`src/rtl/spi_flash_rom_reader_if.sv`:
```
// ROM-port and SPI-flash signal bundle for the program-ROM fetch stage.
`timescale 1ns/1ps
interface spi_flash_rom_reader_if #(
  parameter int ADDR_W = 16
);
  logic [ADDR_W-1:0] addr;
  logic [7:0]        dout;
  logic              dready;
  logic              flash_cs;
  logic              flash_clk;
  logic              flash_mosi;
  logic              flash_miso;

  modport slave (
    input  addr, flash_miso,
    output dout, dready, flash_cs, flash_clk, flash_mosi
  );

  modport master (
    output addr, flash_miso,
    input  dout, dready, flash_cs, flash_clk, flash_mosi
  );
endinterface

```
`src/rtl/spi_flash_rom_reader.sv`:
```
// Program-ROM fetch stage: turns a CPU byte address into an SPI READ (0x03) of
// the external NOR flash, keeps CS low afterwards so that a request for the next
// sequential address streams one more byte without re-sending command/address.
`timescale 1ns/1ps
module spi_flash_rom_reader #(
  parameter int          ADDR_W      = 16,
  parameter logic [23:0] BASE_ADDR   = 24'h100000,
  parameter int          CLK_DIV     = 2,
  parameter int          CS_HIGH_MIN = 4,
  parameter int          HOLD_MAX    = 64
) (
  input logic                   clk,
  input logic                   rst,
  spi_flash_rom_reader_if.slave bus
);
  localparam int DIV_W  = $clog2(CLK_DIV + 1);
  localparam int CSW_W  = $clog2(CS_HIGH_MIN + 1);
  localparam int HOLD_W = $clog2(HOLD_MAX + 1);
  localparam logic [DIV_W-1:0] DIV_LOAD = DIV_W'(CLK_DIV - 1);

  typedef enum logic [2:0] {IDLE, CMD, ADDR, DATA, HOLD, DESEL} state_t;

  state_t              state, state_n;
  logic                cs, cs_n;
  logic                sck, sck_n;
  logic                valid, valid_n;
  logic                fin, fin_n;
  logic [7:0]          dout_r, dout_n;
  logic [7:0]          rx, rx_n;
  logic [31:0]         tx, tx_n;
  logic [4:0]          bit_cnt, bit_cnt_n;
  logic [DIV_W-1:0]    div_cnt, div_cnt_n;
  logic [CSW_W-1:0]    cs_wait, cs_wait_n;
  logic [HOLD_W-1:0]   hold_cnt, hold_cnt_n;
  logic [ADDR_W-1:0]   served, served_n;
  logic [ADDR_W-1:0]   lat, lat_n;

  logic request, seq, abort;

  assign request = !valid || (bus.addr != served);
  // All-ones + 1 wraps the CPU address but not the flash address, so never stream across it.
  assign seq     = (bus.addr == served + ADDR_W'(1)) && (served != '1);
  assign abort   = (bus.addr != lat);

  assign bus.dout       = dout_r;
  assign bus.dready     = valid && (bus.addr == served);
  assign bus.flash_cs   = cs;
  assign bus.flash_clk  = sck;
  // tx shifts in zeros, so mosi is naturally low once command and address are out.
  assign bus.flash_mosi = tx[31];

  // State and datapath registers.
  always_ff @(posedge clk or posedge rst) begin
    if (rst) begin
      state    <= IDLE;
      cs       <= 1'b1;
      sck      <= 1'b0;
      valid    <= 1'b0;
      fin      <= 1'b0;
      dout_r   <= '0;
      rx       <= '0;
      tx       <= '0;
      bit_cnt  <= '0;
      div_cnt  <= '0;
      cs_wait  <= '0;
      hold_cnt <= '0;
      served   <= '0;
      lat      <= '0;
    end else begin
      state    <= state_n;
      cs       <= cs_n;
      sck      <= sck_n;
      valid    <= valid_n;
      fin      <= fin_n;
      dout_r   <= dout_n;
      rx       <= rx_n;
      tx       <= tx_n;
      bit_cnt  <= bit_cnt_n;
      div_cnt  <= div_cnt_n;
      cs_wait  <= cs_wait_n;
      hold_cnt <= hold_cnt_n;
      served   <= served_n;
      lat      <= lat_n;
    end
  end

  // Next-state, SPI bit timing and byte hand-off.
  always_comb begin
    state_n    = state;
    cs_n       = cs;
    sck_n      = sck;
    valid_n    = valid;
    fin_n      = fin;
    dout_n     = dout_r;
    rx_n       = rx;
    tx_n       = tx;
    bit_cnt_n  = bit_cnt;
    div_cnt_n  = div_cnt;
    cs_wait_n  = cs_wait;
    hold_cnt_n = hold_cnt;
    served_n   = served;
    lat_n      = lat;

    case (state)
      IDLE: begin
        cs_n  = 1'b1;
        sck_n = 1'b0;
        if (cs_wait != '0) begin
          cs_wait_n = cs_wait - 1'b1;
        end else if (request) begin
          state_n   = CMD;
          cs_n      = 1'b0;
          lat_n     = bus.addr;
          tx_n      = {8'h03, BASE_ADDR + 24'(bus.addr)};
          bit_cnt_n = 5'd7;
          div_cnt_n = DIV_LOAD;
          fin_n     = 1'b0;
        end
      end

      CMD, ADDR, DATA: begin
        if (abort) begin
          state_n = DESEL;
          cs_n    = 1'b1;
          sck_n   = 1'b0;
          tx_n    = '0;
          valid_n = 1'b0;
          fin_n   = 1'b0;
        end else if (fin) begin
          // One cycle after the last SCK fall: publish the byte.
          dout_n     = rx;
          served_n   = lat;
          valid_n    = 1'b1;
          fin_n      = 1'b0;
          hold_cnt_n = HOLD_W'(HOLD_MAX - 1);
          state_n    = HOLD;
        end else if (div_cnt != '0) begin
          div_cnt_n = div_cnt - 1'b1;
        end else begin
          div_cnt_n = DIV_LOAD;
          sck_n     = !sck;
          if (!sck) begin
            if (state == DATA) rx_n = {rx[6:0], bus.flash_miso};
          end else begin
            if (state != DATA) tx_n = {tx[30:0], 1'b0};
            if (bit_cnt != '0) begin
              bit_cnt_n = bit_cnt - 1'b1;
            end else if (state == CMD) begin
              state_n   = ADDR;
              bit_cnt_n = 5'd23;
            end else if (state == ADDR) begin
              state_n   = DATA;
              bit_cnt_n = 5'd7;
            end else begin
              fin_n = 1'b1;
            end
          end
        end
      end

      HOLD: begin
        sck_n = 1'b0;
        // A sequential request beats a simultaneous hold timeout.
        if (seq) begin
          state_n   = DATA;
          lat_n     = bus.addr;
          bit_cnt_n = 5'd7;
          div_cnt_n = DIV_LOAD;
          fin_n     = 1'b0;
        end else if (request || hold_cnt == '0) begin
          state_n = DESEL;
          cs_n    = 1'b1;
        end else begin
          hold_cnt_n = hold_cnt - 1'b1;
        end
      end

      DESEL: begin
        cs_n      = 1'b1;
        sck_n     = 1'b0;
        cs_wait_n = CSW_W'(CS_HIGH_MIN);
        state_n   = IDLE;
      end

      default: begin
        state_n = IDLE;
        cs_n    = 1'b1;
        sck_n   = 1'b0;
      end
    endcase
  end
endmodule
```
`src/flat_wrapper.sv`:
```
// flat-port wrapper written by rule: the top's interface ports become plain ports
module spi_flash_rom_reader_flat 
#(
  parameter int          ADDR_W      = 16,
  parameter logic [23:0] BASE_ADDR   = 24'h100000,
  parameter int          CLK_DIV     = 2,
  parameter int          CS_HIGH_MIN = 4,
  parameter int          HOLD_MAX    = 64
)
  (clk, rst, bus_addr, bus_flash_miso, bus_dout, bus_dready, bus_flash_cs, bus_flash_clk, bus_flash_mosi);
  spi_flash_rom_reader_if #(.ADDR_W(ADDR_W)) bus_i ();
  input logic clk;
  input logic rst;
  input wire logic [$bits(bus_i.addr)-1:0] bus_addr;
  input wire logic [$bits(bus_i.flash_miso)-1:0] bus_flash_miso;
  output wire logic [$bits(bus_i.dout)-1:0] bus_dout;
  output wire logic [$bits(bus_i.dready)-1:0] bus_dready;
  output wire logic [$bits(bus_i.flash_cs)-1:0] bus_flash_cs;
  output wire logic [$bits(bus_i.flash_clk)-1:0] bus_flash_clk;
  output wire logic [$bits(bus_i.flash_mosi)-1:0] bus_flash_mosi;
  assign bus_i.addr = bus_addr;
  assign bus_i.flash_miso = bus_flash_miso;
  assign bus_dout = bus_i.dout;
  assign bus_dready = bus_i.dready;
  assign bus_flash_cs = bus_i.flash_cs;
  assign bus_flash_clk = bus_i.flash_clk;
  assign bus_flash_mosi = bus_i.flash_mosi;
  spi_flash_rom_reader #(.ADDR_W(ADDR_W), .BASE_ADDR(BASE_ADDR), .CLK_DIV(CLK_DIV), .CS_HIGH_MIN(CS_HIGH_MIN), .HOLD_MAX(HOLD_MAX)) u_core (.clk(clk), .rst(rst), .bus(bus_i));
endmodule
```
`config.mk`:
```
export PLATFORM = sky130hd
export DESIGN_NAME = spi_flash_rom_reader_flat
export DESIGN_NICKNAME = d
export VERILOG_FILES = /design/src/rtl/spi_flash_rom_reader_if.sv /design/src/rtl/spi_flash_rom_reader.sv /design/src/flat_wrapper.sv
export SDC_FILE = /design/constraint.sdc
export NUM_CORES = 1
export LEC_CHECK = 0
export ABC_CLOCK_PERIOD_IN_PS = 4700
export CAP_MARGIN = 40
export CELL_PAD_IN_SITES_DETAIL_PLACEMENT = 0
export CELL_PAD_IN_SITES_GLOBAL_PLACEMENT = 1
export CORE_MARGIN = 2
export CORE_UTILIZATION = 47
export DETAILED_ROUTE_END_ITERATION = 12
export PLACE_DENSITY = 0.84
export SLEW_MARGIN = 20
export SYNTH_ARGS = -nofsm -noshare
export SYNTH_HDL_FRONTEND = slang
export SYNTH_SLANG_ARGS = --single-unit
```
`constraint.sdc`:
```
create_clock -name clk -period 4.7 [get_ports clk]
set_input_delay 0.94 -clock clk [delete_from_list [all_inputs] [get_ports clk]]
set_output_delay 0.94 -clock clk [all_outputs]
set_load 0.03 [all_outputs]
```
==> impl_metrics.json <==
{
  "status": "finished, final reports clean",
  "power_clock_mw": 0.770,
  "via_count": 4116,
  "largest_class": "combinational gates",
  "diodes": 0,
  "synth.top_cell.area_share_pct": 46.4,
  "grt_pass1_wl_um": 21400,
  "post-place-ws_ns": 0.593,
  "worst_path_max_delay_cell": "clkdlybuf4s50_1",
  "switching_power_mw": 0.989,
  "port_buffers": 30,
  "finalMaxSlewViolations": 0,
  "cp.buffers_inverters": 3,
  "topCellsByArea": "dfrtp_1 (46%), mux2_2 (7.5%), xnor2_1 (5.7%)",
  "place_inst": 700,
  "logic_family": "simple AND/OR/NAND/NOR gates",
  "inverters": 17,
  "regArea_um2": 2600,
  "crit_arrival_ns": 3.18,
  "largest_register_ff_count": 32,
  "cap_violations": 0,
  "synth.net_count": 575,
  "power_frac_clock_pct": 27.9,
  "holdPathStages": 2,
  "setup_viol_count_final": 0,
  "clock_sinks": 104,
  "maxPowerGroup": "sequential cells",
  "hold_violations": 0,
  "largest_area_cell": "dfrtp_1",
  "worstHoldPathType": "flip-flop to flip-flop",
  "holdCritStartpoint": "u_core.tx[1]$_DFFE_PP0P_",
  "cp-end-kind": "primary output",
  "placed_cell_area_um2": 5990,
  "routed_wl_um": 12600,
  "cts_tree": "done",
  "cpPeakStageDelay_ns": 0.67,
  "yosysUniqueCellTypes": 68,
  "netlist_area_um2": 5550,
  "p_int_mw": 1.77,
  "place.gp.congestion": 0.896,
  "sh_seq_area_pct": 41.3,
  "async_flop_share_pct": 100,
  "io_pins": 31,
  "worst_pin_slew_ns": 0.886,
  "layout.non_clock_buffers": 43,
  "synthTopCellsByCount": "dfrtp_1 (103), nand2_1 (61), o21ai_0 (45), mux2_2 (37), xnor2_1 (36)",
  "ys_cells": 550,
  "yosysMostFrequentCell": "dfrtp_1",
  "clock.fmax_ghz": 0.243,
  "grt_max_degree": 65,
  "reg2reg_to": "u_core.bit_cnt[4]$_DFFE_PP0P_",
  "drt_pass1_iterations": 4,
  "critical_path.max_fanout": 4,
  "timing.critical_path.depth": 7,
  "slew_headroom_pct": 41.0,
  "fin_nets": 593,
  "buffer_area_share_pct": 6.44,
  "ys.flops": 104,
  "antenna_found_initial": 0,
  "clock_cell_area_share_pct": 4.91,
  "powerSeq_mw": 1.21,
  "crit_path_start_kind": "input pin",
  "post_cts_resized": 0,
  "post_drt_wl_per_cell_um": 17.6,
  "finalCoreUtilization_pct": 54.9,
  "core-area_um2": 11500,
  "fin_ws_ns": 0.582,
  "finalCritPeriodShare_pct": 87.6,
  "overflow": 0,
  "tns_ns": 0,
  "mux_share_pct": 10.8,
  "grtUsageTotal_pct": 21.2,
  "lay_top_cells": "dfrtp_1 (103), nand2_1 (61), o21ai_0 (45)",
  "top_register": "u_core.tx",
  "logic_gates": 393,
  "drt_iter0_markers": 212,
  "avgSynthCellArea_um2": 10.1,
  "grt_pass1_vias": 4214,
  "root_buffer": "clkbuf_16",
  "path_cells": "clkdlybuf4s50_1 -> xnor2_1 -> nand4_1 -> nor3_1 -> nand4_1 -> inv_1 -> clkdlybuf4s50_1",
  "min_period_ns": 4.12,
  "area_growth_pct": 13.4,
  "yosys.area_share.adder_pct": 1.53,
  "path_delay_family": "buffers and inverters",
  "switching_share_pct": 35.9,
  "warnings": 28,
  "synth-xor-area-share_pct": 6.78,
  "pwr-share-comb_pct": 28.3,
  "ys_sh_aoi_pct": 13.0,
  "yosysSeqAreaShare_pct": 46.9,
  "cts_setup_buffers": 0,
  "critPathCapture": "bus_dready",
  "reg.largest.list": "u_core.tx: 32 flops, u_core.lat: 16 flops, u_core.served: 16 flops",
  "criticalPathCategory": "input pin to primary output",
  "taps": 143,
  "drc_errors": 0,
  "fp_util_pct": 48.4,
  "cts_max_path_buffers": 2,
  "worst_hold_slack_ns": 0.480,
  "cp-startpoint": "bus_addr[10]",
  "combGateArea_um2": 2730,
  "timing.rr.start": "u_core.served[1]$_DFFE_PP0P_",
  "crit_required_ns": 3.76
}
-- metal layers --
| metal | track usage (%) | wire [um] | vias to the layer above |
|---|---|---|---|
| met5 | 0 | 0 | - |
| met4 | 5.69 | 214 | 0 |
| met3 | 5.35 | 429 | 17 |
| met2 | 34.4 | 5990 | 66 |
| met1 | 28.5 | 5940 | 2054 |
| li1 | - | - | 1979 |
-- worst min-delay path: cells and delay by family (launching register included) --
family,cells,cell delay (ns)
AND/OR/NAND/NOR,1,0.04
flip-flops,1,0.34
AND-OR/OR-AND,1,0.06
-- kinds of logic (layout without fill, tap and decap cells) --
group                      Yosys count  after routing
and+or+nand+nor                    177            177
muxes                               50             50
buffers and inverters               53             76
DFF                                104            104
adders and majority gates            7              7
xor gates and xnor gates            43             43
AOI/OAI and AO/OA                  116            116
==> images/ff_map.png <==
Other sequential cells in the stronger grey, the rest of the logic in the fainter grey.
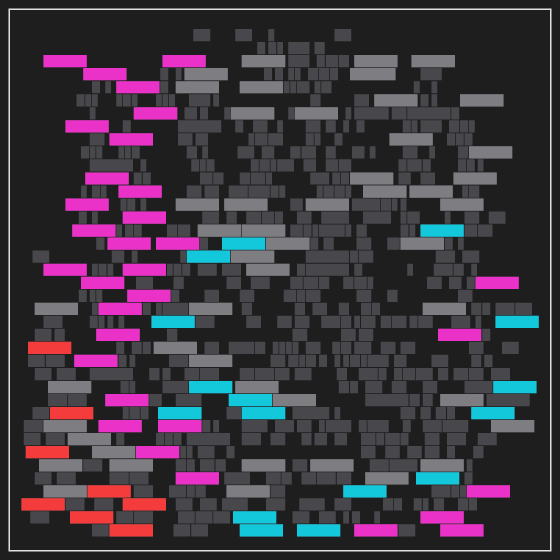
Key: u_core.tx = magenta [sequential cells 32, where widely spread]; u_core.lat = cyan [sequential cells 16]; u_core.bus.dout = red [sequential cells 8, where bottom left]
Another 48 sequential cells are not coloured.

==> images/clock_nets.png <==
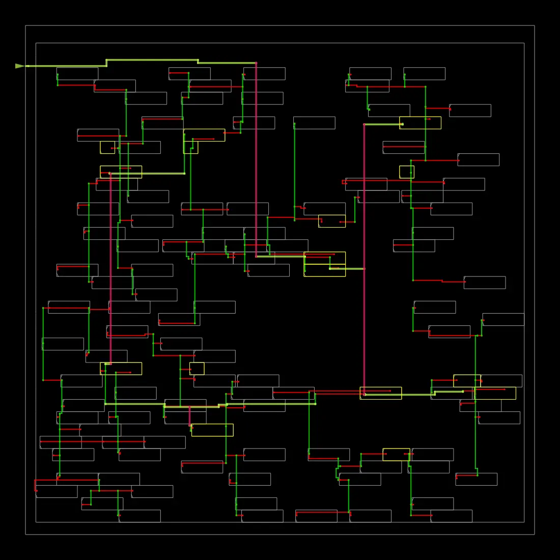
Setup Skew: 0.0118 ns
Inserted Clock Buffers: 9
# clk buffers: 9
Latency at later pin: 0.36 ns
flip-flops: 104

==> images/gates.png <==
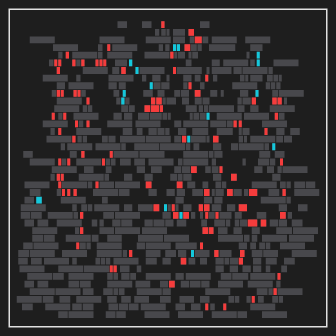
Key: inv cells = cyan [cells 17, most used inv_1]; nand cells = red [cells 98, most used nand2_1, where widely spread]
most used logic cell in the final layout: dfrtp_1
non-filler instance count after layout: 716
logic share of the area: 43.4%

No activity file was given, so power comes from the tool's default toggle rates.
